### src/rtl/udt_tx_arbiter_if.sv
// udt_tx_arbiter_if: AXI-stream packet channel carrying a per-packet UDP destination
interface udt_tx_arbiter_if;
    logic        tvalid;
    logic        tready;
    logic        tlast;
    logic [63:0] tdata;
    logic [7:0]  tkeep;
    logic [31:0] ip_dest;
    logic [15:0] port_dest;
    modport master(output tvalid, tlast, tdata, tkeep, ip_dest, port_dest, input tready);
    modport slave(input tvalid, tlast, tdata, tkeep, ip_dest, port_dest, output tready);
endinterface

### src/rtl/udt_tx_arbiter.sv
// udt_tx_arbiter: packet-atomic control/data arbiter onto the UDP transmit channel
module udt_tx_arbiter #(
    parameter int          MAX_CTRL_BURST = 4,
    parameter logic [47:0] FPGA_MAC_SRC   = 48'hba0203040506,
    parameter logic [47:0] FPGA_MAC_DES   = 48'hffffffffffff,
    parameter logic [31:0] FPGA_IP_SRC    = 32'hc0a8006f,
    parameter int          PORT           = 10086
) (
    input  logic                    udp_clk,
    input  logic                    udp_areset,
    input  logic                    arb_enable,
    udt_tx_arbiter_if.slave         ctrl,
    udt_tx_arbiter_if.slave         data,
    udt_tx_arbiter_if.master        udp_tx,
    output logic [47:0]             udp_tx_mac_src,
    output logic [47:0]             udp_tx_mac_dest,
    output logic [31:0]             udp_tx_ip_src,
    output logic [15:0]             udp_tx_port_src,
    output logic                    busy,
    output logic [31:0]             ctrl_pkt_cnt,
    output logic [31:0]             data_pkt_cnt
);
    typedef enum logic [1:0] {IDLE, CTRL, DATA} state_t;
    localparam logic [3:0] BURST_MAX = 4'(MAX_CTRL_BURST);
    state_t     state, nxt;
    logic [3:0] burst;
    logic       idle, grant_ctrl, grant_data, done;
    assign udp_tx_mac_src  = FPGA_MAC_SRC;
    assign udp_tx_mac_dest = FPGA_MAC_DES;
    assign udp_tx_ip_src   = FPGA_IP_SRC;
    assign udp_tx_port_src = 16'(PORT);
    always_comb begin
        idle       = state == IDLE;
        grant_ctrl = arb_enable && ctrl.tvalid && (!data.tvalid || burst < BURST_MAX);
        grant_data = arb_enable && !grant_ctrl && data.tvalid;
        done       = udp_tx.tvalid && udp_tx.tready && udp_tx.tlast;
    end
    always_ff @(posedge udp_clk) begin
        state <= udp_areset ? IDLE : nxt;
    end
    always_comb begin
        nxt = idle ? (grant_ctrl ? CTRL : grant_data ? DATA : IDLE) : done ? IDLE : state;
    end
    always_comb begin
        udp_tx.tvalid = state == CTRL ? ctrl.tvalid : state == DATA && data.tvalid;
        udp_tx.tlast  = state == CTRL ? ctrl.tlast : state == DATA && data.tlast;
        udp_tx.tdata  = state == CTRL ? ctrl.tdata : state == DATA ? data.tdata : '0;
        udp_tx.tkeep  = state == CTRL ? ctrl.tkeep : state == DATA ? data.tkeep : '0;
        ctrl.tready   = state == CTRL && udp_tx.tready;
        data.tready   = state == DATA && udp_tx.tready;
        busy          = !idle;
    end
    always_ff @(posedge udp_clk) begin
        if (udp_areset) begin
            udp_tx.ip_dest   <= '0;
            udp_tx.port_dest <= '0;
            burst            <= '0;
            ctrl_pkt_cnt     <= '0;
            data_pkt_cnt     <= '0;
        end else begin
            if (idle && (grant_ctrl || grant_data)) begin
                udp_tx.ip_dest   <= grant_ctrl ? ctrl.ip_dest : data.ip_dest;
                udp_tx.port_dest <= grant_ctrl ? ctrl.port_dest : data.port_dest;
            end
            if (state == CTRL && done) ctrl_pkt_cnt <= ctrl_pkt_cnt + 32'd1;
            if (state == DATA && done) data_pkt_cnt <= data_pkt_cnt + 32'd1;
            if (idle && (grant_data || !data.tvalid)) burst <= '0;
            else if (state == CTRL && done && burst < BURST_MAX) burst <= burst + 4'd1;
        end
    end
endmodule

### src/flat_wrapper.sv
// flat-port wrapper written by rule: the top's interface ports become plain ports
module udt_tx_arbiter_flat 
#(
    parameter int          MAX_CTRL_BURST = 4,
    parameter logic [47:0] FPGA_MAC_SRC   = 48'hba0203040506,
    parameter logic [47:0] FPGA_MAC_DES   = 48'hffffffffffff,
    parameter logic [31:0] FPGA_IP_SRC    = 32'hc0a8006f,
    parameter int          PORT           = 10086
)
  (udp_clk, udp_areset, arb_enable, udp_tx_mac_src, udp_tx_mac_dest, udp_tx_ip_src, udp_tx_port_src, busy, ctrl_pkt_cnt, data_pkt_cnt, ctrl_tvalid, ctrl_tlast, ctrl_tdata, ctrl_tkeep, ctrl_ip_dest, ctrl_port_dest, ctrl_tready, data_tvalid, data_tlast, data_tdata, data_tkeep, data_ip_dest, data_port_dest, data_tready, udp_tx_tvalid, udp_tx_tlast, udp_tx_tdata, udp_tx_tkeep, udp_tx_ip_dest, udp_tx_port_dest, udp_tx_tready);
  udt_tx_arbiter_if ctrl_i ();
  udt_tx_arbiter_if data_i ();
  udt_tx_arbiter_if udp_tx_i ();
  input  logic udp_clk;
  input  logic udp_areset;
  input  logic arb_enable;
  output logic [47:0] udp_tx_mac_src;
  output logic [47:0] udp_tx_mac_dest;
  output logic [31:0] udp_tx_ip_src;
  output logic [15:0] udp_tx_port_src;
  output logic busy;
  output logic [31:0] ctrl_pkt_cnt;
  output logic [31:0] data_pkt_cnt;
  input wire logic [$bits(ctrl_i.tvalid)-1:0] ctrl_tvalid;
  input wire logic [$bits(ctrl_i.tlast)-1:0] ctrl_tlast;
  input wire logic [$bits(ctrl_i.tdata)-1:0] ctrl_tdata;
  input wire logic [$bits(ctrl_i.tkeep)-1:0] ctrl_tkeep;
  input wire logic [$bits(ctrl_i.ip_dest)-1:0] ctrl_ip_dest;
  input wire logic [$bits(ctrl_i.port_dest)-1:0] ctrl_port_dest;
  output wire logic [$bits(ctrl_i.tready)-1:0] ctrl_tready;
  input wire logic [$bits(data_i.tvalid)-1:0] data_tvalid;
  input wire logic [$bits(data_i.tlast)-1:0] data_tlast;
  input wire logic [$bits(data_i.tdata)-1:0] data_tdata;
  input wire logic [$bits(data_i.tkeep)-1:0] data_tkeep;
  input wire logic [$bits(data_i.ip_dest)-1:0] data_ip_dest;
  input wire logic [$bits(data_i.port_dest)-1:0] data_port_dest;
  output wire logic [$bits(data_i.tready)-1:0] data_tready;
  output wire logic [$bits(udp_tx_i.tvalid)-1:0] udp_tx_tvalid;
  output wire logic [$bits(udp_tx_i.tlast)-1:0] udp_tx_tlast;
  output wire logic [$bits(udp_tx_i.tdata)-1:0] udp_tx_tdata;
  output wire logic [$bits(udp_tx_i.tkeep)-1:0] udp_tx_tkeep;
  output wire logic [$bits(udp_tx_i.ip_dest)-1:0] udp_tx_ip_dest;
  output wire logic [$bits(udp_tx_i.port_dest)-1:0] udp_tx_port_dest;
  input wire logic [$bits(udp_tx_i.tready)-1:0] udp_tx_tready;
  assign ctrl_i.tvalid = ctrl_tvalid;
  assign ctrl_i.tlast = ctrl_tlast;
  assign ctrl_i.tdata = ctrl_tdata;
  assign ctrl_i.tkeep = ctrl_tkeep;
  assign ctrl_i.ip_dest = ctrl_ip_dest;
  assign ctrl_i.port_dest = ctrl_port_dest;
  assign ctrl_tready = ctrl_i.tready;
  assign data_i.tvalid = data_tvalid;
  assign data_i.tlast = data_tlast;
  assign data_i.tdata = data_tdata;
  assign data_i.tkeep = data_tkeep;
  assign data_i.ip_dest = data_ip_dest;
  assign data_i.port_dest = data_port_dest;
  assign data_tready = data_i.tready;
  assign udp_tx_tvalid = udp_tx_i.tvalid;
  assign udp_tx_tlast = udp_tx_i.tlast;
  assign udp_tx_tdata = udp_tx_i.tdata;
  assign udp_tx_tkeep = udp_tx_i.tkeep;
  assign udp_tx_ip_dest = udp_tx_i.ip_dest;
  assign udp_tx_port_dest = udp_tx_i.port_dest;
  assign udp_tx_i.tready = udp_tx_tready;
  udt_tx_arbiter #(.MAX_CTRL_BURST(MAX_CTRL_BURST), .FPGA_MAC_SRC(FPGA_MAC_SRC), .FPGA_MAC_DES(FPGA_MAC_DES), .FPGA_IP_SRC(FPGA_IP_SRC), .PORT(PORT)) u_core (.udp_clk(udp_clk), .udp_areset(udp_areset), .arb_enable(arb_enable), .ctrl(ctrl_i), .data(data_i), .udp_tx(udp_tx_i), .udp_tx_mac_src(udp_tx_mac_src), .udp_tx_mac_dest(udp_tx_mac_dest), .udp_tx_ip_src(udp_tx_ip_src), .udp_tx_port_src(udp_tx_port_src), .busy(busy), .ctrl_pkt_cnt(ctrl_pkt_cnt), .data_pkt_cnt(data_pkt_cnt));
endmodule
### config.mk
export PLATFORM = sky130hd
export DESIGN_NAME = udt_tx_arbiter_flat
export DESIGN_NICKNAME = d
export VERILOG_FILES = /design/src/rtl/udt_tx_arbiter_if.sv /design/src/rtl/udt_tx_arbiter.sv /design/src/flat_wrapper.sv
export SDC_FILE = /design/constraint.sdc
export NUM_CORES = 1
export LEC_CHECK = 0
export CAP_MARGIN = 10
export CELL_PAD_IN_SITES_DETAIL_PLACEMENT = 1
export CELL_PAD_IN_SITES_GLOBAL_PLACEMENT = 2
export CORE_AREA = 3 3 225 227
export CTS_BUF_LIST = sky130_fd_sc_hd__clkbuf_4 sky130_fd_sc_hd__clkbuf_8
export CTS_CLUSTER_SIZE = 12
export DETAILED_ROUTE_END_ITERATION = 7
export DIE_AREA = 0 0 228 230
export GPL_ROUTABILITY_DRIVEN = 1
export MAX_ROUTING_LAYER = met4
export PLACE_DENSITY_LB_ADDON = 0.12
export SKIP_CTS_REPAIR_TIMING = 1
export SLEW_MARGIN = 5
export SYNTH_ARGS = -nofsm -noshare
export SYNTH_HDL_FRONTEND = slang
export SYNTH_SLANG_ARGS = --single-unit
### constraint.sdc
create_clock -name udp_clk -period 5.7 [get_ports udp_clk]
set_input_delay 1.425 -clock udp_clk [delete_from_list [all_inputs] [get_ports udp_clk]]
set_output_delay 1.425 -clock udp_clk [all_outputs]
set_load 0.05 [all_outputs]
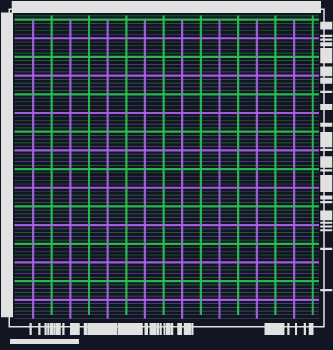
*Power grid*
The bar under the picture is 50 µm long. Pins as bars on the die edge.
Key: purple = VSS; green = VDD
16 straps on met5. The core has 81 rows.
height of the die: 230 µm
Horiz. Die Dim: 228 µm
Peak VDD IR: 0.114 mV
core area: 0.0488 mm²

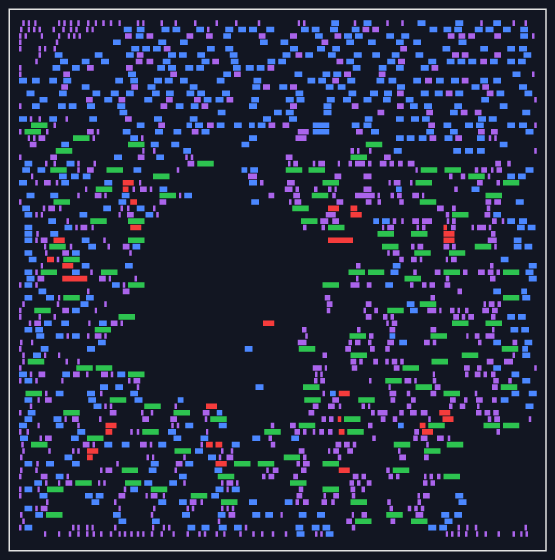
*Placed cells, one colour a class*
Key: red = clock drivers and dummy loads [cells 32, share of their area 3.5%]; blue = other buffers and delay cells [cells 449, share of their area 39%]; purple = all other logic [cells 727, share of their area 37%]; green = flip-flops [cells 118, share of their area 21%]
post-route standard cell area excluding fillers: 0.0123 mm²
post-layout util: 0.251
# rows: 81
sequential share of cell area: 0.193

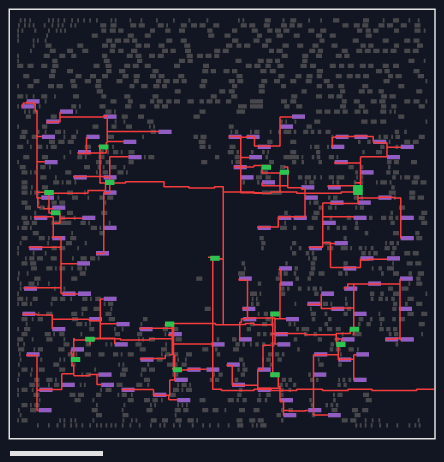
*Clock wires, drivers and flops*
The bar under the picture is 50 µm long.
Key: purple = flip-flops [count 118]; green = cells driving clock nets [count 17]; red = clock wires [length 2500 µm]
There are 18 routed clock nets.
Insertion Delay late pin: 490 ps
Setup Skew: 20.2 ps
clock share of power: 0.302
power of the clock network: 0.816 mW

==> results.txt <==
Purpose: to document the outcome of synthesis and place and route.

Timing
The worst path in the final design needs a cycle of 4710 ps, including I/O delays and setup. The final sum of negative setup slack is 0 ps. Derived from the worst setup path, the maximum achievable clock frequency is 0.212 GHz.

The total of endpoints with negative setup slack in the final report is 0.

Setup path
Per the timing report, the biggest fanout along the worst path comes to 7. The most repeated library cell on the critical path is clkdlybuf4s50_1. Among all stages on the critical path, the maximum delay recorded is 910 ps. The script reports the combined buffer and inverter count of the critical path as 2.

The data arrival time of the critical path is 3290 ps. The kind of end point of the critical path is an output pin. The standard cell with the maximum stage delay on the critical path is clkdlybuf4s50_1. The worst setup path is launched from an input port.

Clock tree
CTS placed an instance of clkbuf_8 at the clock tree root. According to the CTS report, the clock sink count is 118. The registers of the reported paths see a clock transition of 80 ps. Counting the buffers created by CTS gives 17. The largest buffer count on any clock path is 2.

Yosys
After synthesis the cells add up to 0.00733 mm². The flip-flop cell with the highest count after synthesis is dfxtp_1. For this run, the chip area from Yosys synthesis comes to 0.00733 mm². Counting the warning lines in the Yosys log gives 0. Per Yosys stat, the portion of area used by sequential elements is 0.322. The average footprint of a synthesized cell is 8.01 µm².

Final layout
Per the final layout report, the fraction of cells sized above drive strength 1 comes to 0.0505. Leaving out fill and tap cells, the most frequent cell in the layout is clkdlybuf4s50_1. Per the cell usage report, the commonest logic cells after layout are clkdlybuf4s50_1 (435), conb_1 (144), nand2_1 (120).

The layout-stage area growth over the synthesis result is 67.4%. The net count of the finished layout is 1564.

GRT
The initial antenna violation count is 6. The maximum number of pins on one net before global-route repair is 97. The total grt overflow is 0.

The global router's overall resource usage is 0.148.

Worst hold path
In this run the worst hold path is classified as flip-flop to flip-flop.

Die
581 I/O pins were placed. The core utilization before placement is 0.150.

Detailed routing
Per the post-route antenna check, the number of violating nets is 0. The DRC violation total after the first TritonRoute iteration is 293. The DRC violation count after routing is 0.

Place
The post-placement cell area is 0.0118 mm². The congestion estimate from routability-driven global placement came to 0.799. According to the dpl log, the detail-placed design has an HPWL of 31300 µm. The count of buffers added on input and output ports is 436.

Status
The flow ran to the end, and the final reports show no timing, DRC or antenna violations.

Power
The power per cell area is 220 mW/mm². The power report puts the leakage power at 4.35 nW.

Job
The number of max-cap violations is 0. The number of warnings in the stage logs is 26.
-- flip-flops by register name, indices dropped and copies added, names as in the netlist --
signal	flops
u_core.ctrl_pkt_cnt	32
u_core.state	2
u_core.udp_tx.port_dest	16
u_core.udp_tx.ip_dest	32
u_core.burst	4
u_core.data_pkt_cnt	32
-- Yosys cell counts, types with 7 or more instances --
master	instances	area share
o21ai_0	12	0.0082
and4_1	10	0.012
a311oi_1	48	0.057
or4_1	33	0.034
buf_1	8	0.0041
inv_1	10	0.0051
buf_4	145	0.15
nand3_1	20	0.014
nor2_1	75	0.038
dfxtp_1	118	0.32
a22o_1	73	0.087
mux2_2	7	0.011
or3_1	9	0.0077
nand4_1	22	0.019
clkbuf_1	50	0.026
nor2b_1	8	0.0068
buf_2	7	0.0048
a21oi_1	43	0.029
nor3_1	7	0.0048
o31ai_1	31	0.032
xor2_1	13	0.016
nand2_1	120	0.061
-- tightest hold or removal path, stage by stage (launching register included) --
cell and delay [ps]:
dfxtp_1 330, inv_1 70, nor3_1 50
-- where the power goes --
group | internal (mW) | switching (mW)
Clock | 0.401 | 0.414
Sequential | 0.858 | 0.0223
Combinational | 0.336 | 0.671
Total | 1.60 | 1.11
-- stage by stage --
step                      instances  setup WS (ps)
after floorplan                1057           1720
after global placement         1958            989
after detailed placement       1958            993
after CTS                      1990            947
after global routing           1996            777
final                          1996            985
-- cell families after synthesis --
logic type	Yosys count	synth area share
simple gates	335	0.231
buf+inv	222	0.190
compound gates	211	0.219
flops	118	0.322
xor+xnor	16	0.0191
mux	8	0.0121
fa+ha+maj	3	0.00512
other cells	2	0.00102
-- layer usage --
layer / global-route usage / vias to the layer above / part of all wire
met5: - / - / 0
met4: 0.0245 / 0 / 0.0067
met3: 0.0748 / 18 / 0.11
met2: 0.232 / 280 / 0.47
met1: 0.173 / 3796 / 0.42
li1: - / 3842 / -
-- cell type report --
class	instances	area [µm²]	share of cell area
repair buffers	449	4480	0.366
well taps	664	831	0.0678
clock inverters	14	153	0.0124
diodes	6	15.0	0.00122
clock buffers	18	248	0.0202
flip-flops and latches	118	2360	0.193
inverters	10	37.5	0.00306
multi-input cells	717	4130	0.337
-- path summary, 6_finish.rpt --
| check | startpoint | end | slack [ps] | cells past startpoint |
|---|---|---|---|---|
| hold reg to reg | u_core.burst[3] | u_core.burst[3] | 490 | 2 |
| setup reg to reg | u_core.state[1] | u_core.data_pkt_cnt[20] | 3220 | 4 |
| setup / recovery | ctrl_tvalid | udp_tx_tvalid | 990 | 4 |
| hold / removal | u_core.burst[3] | u_core.burst[3] | 490 | 2 |
Power is estimated from default activity; no workload was simulated.
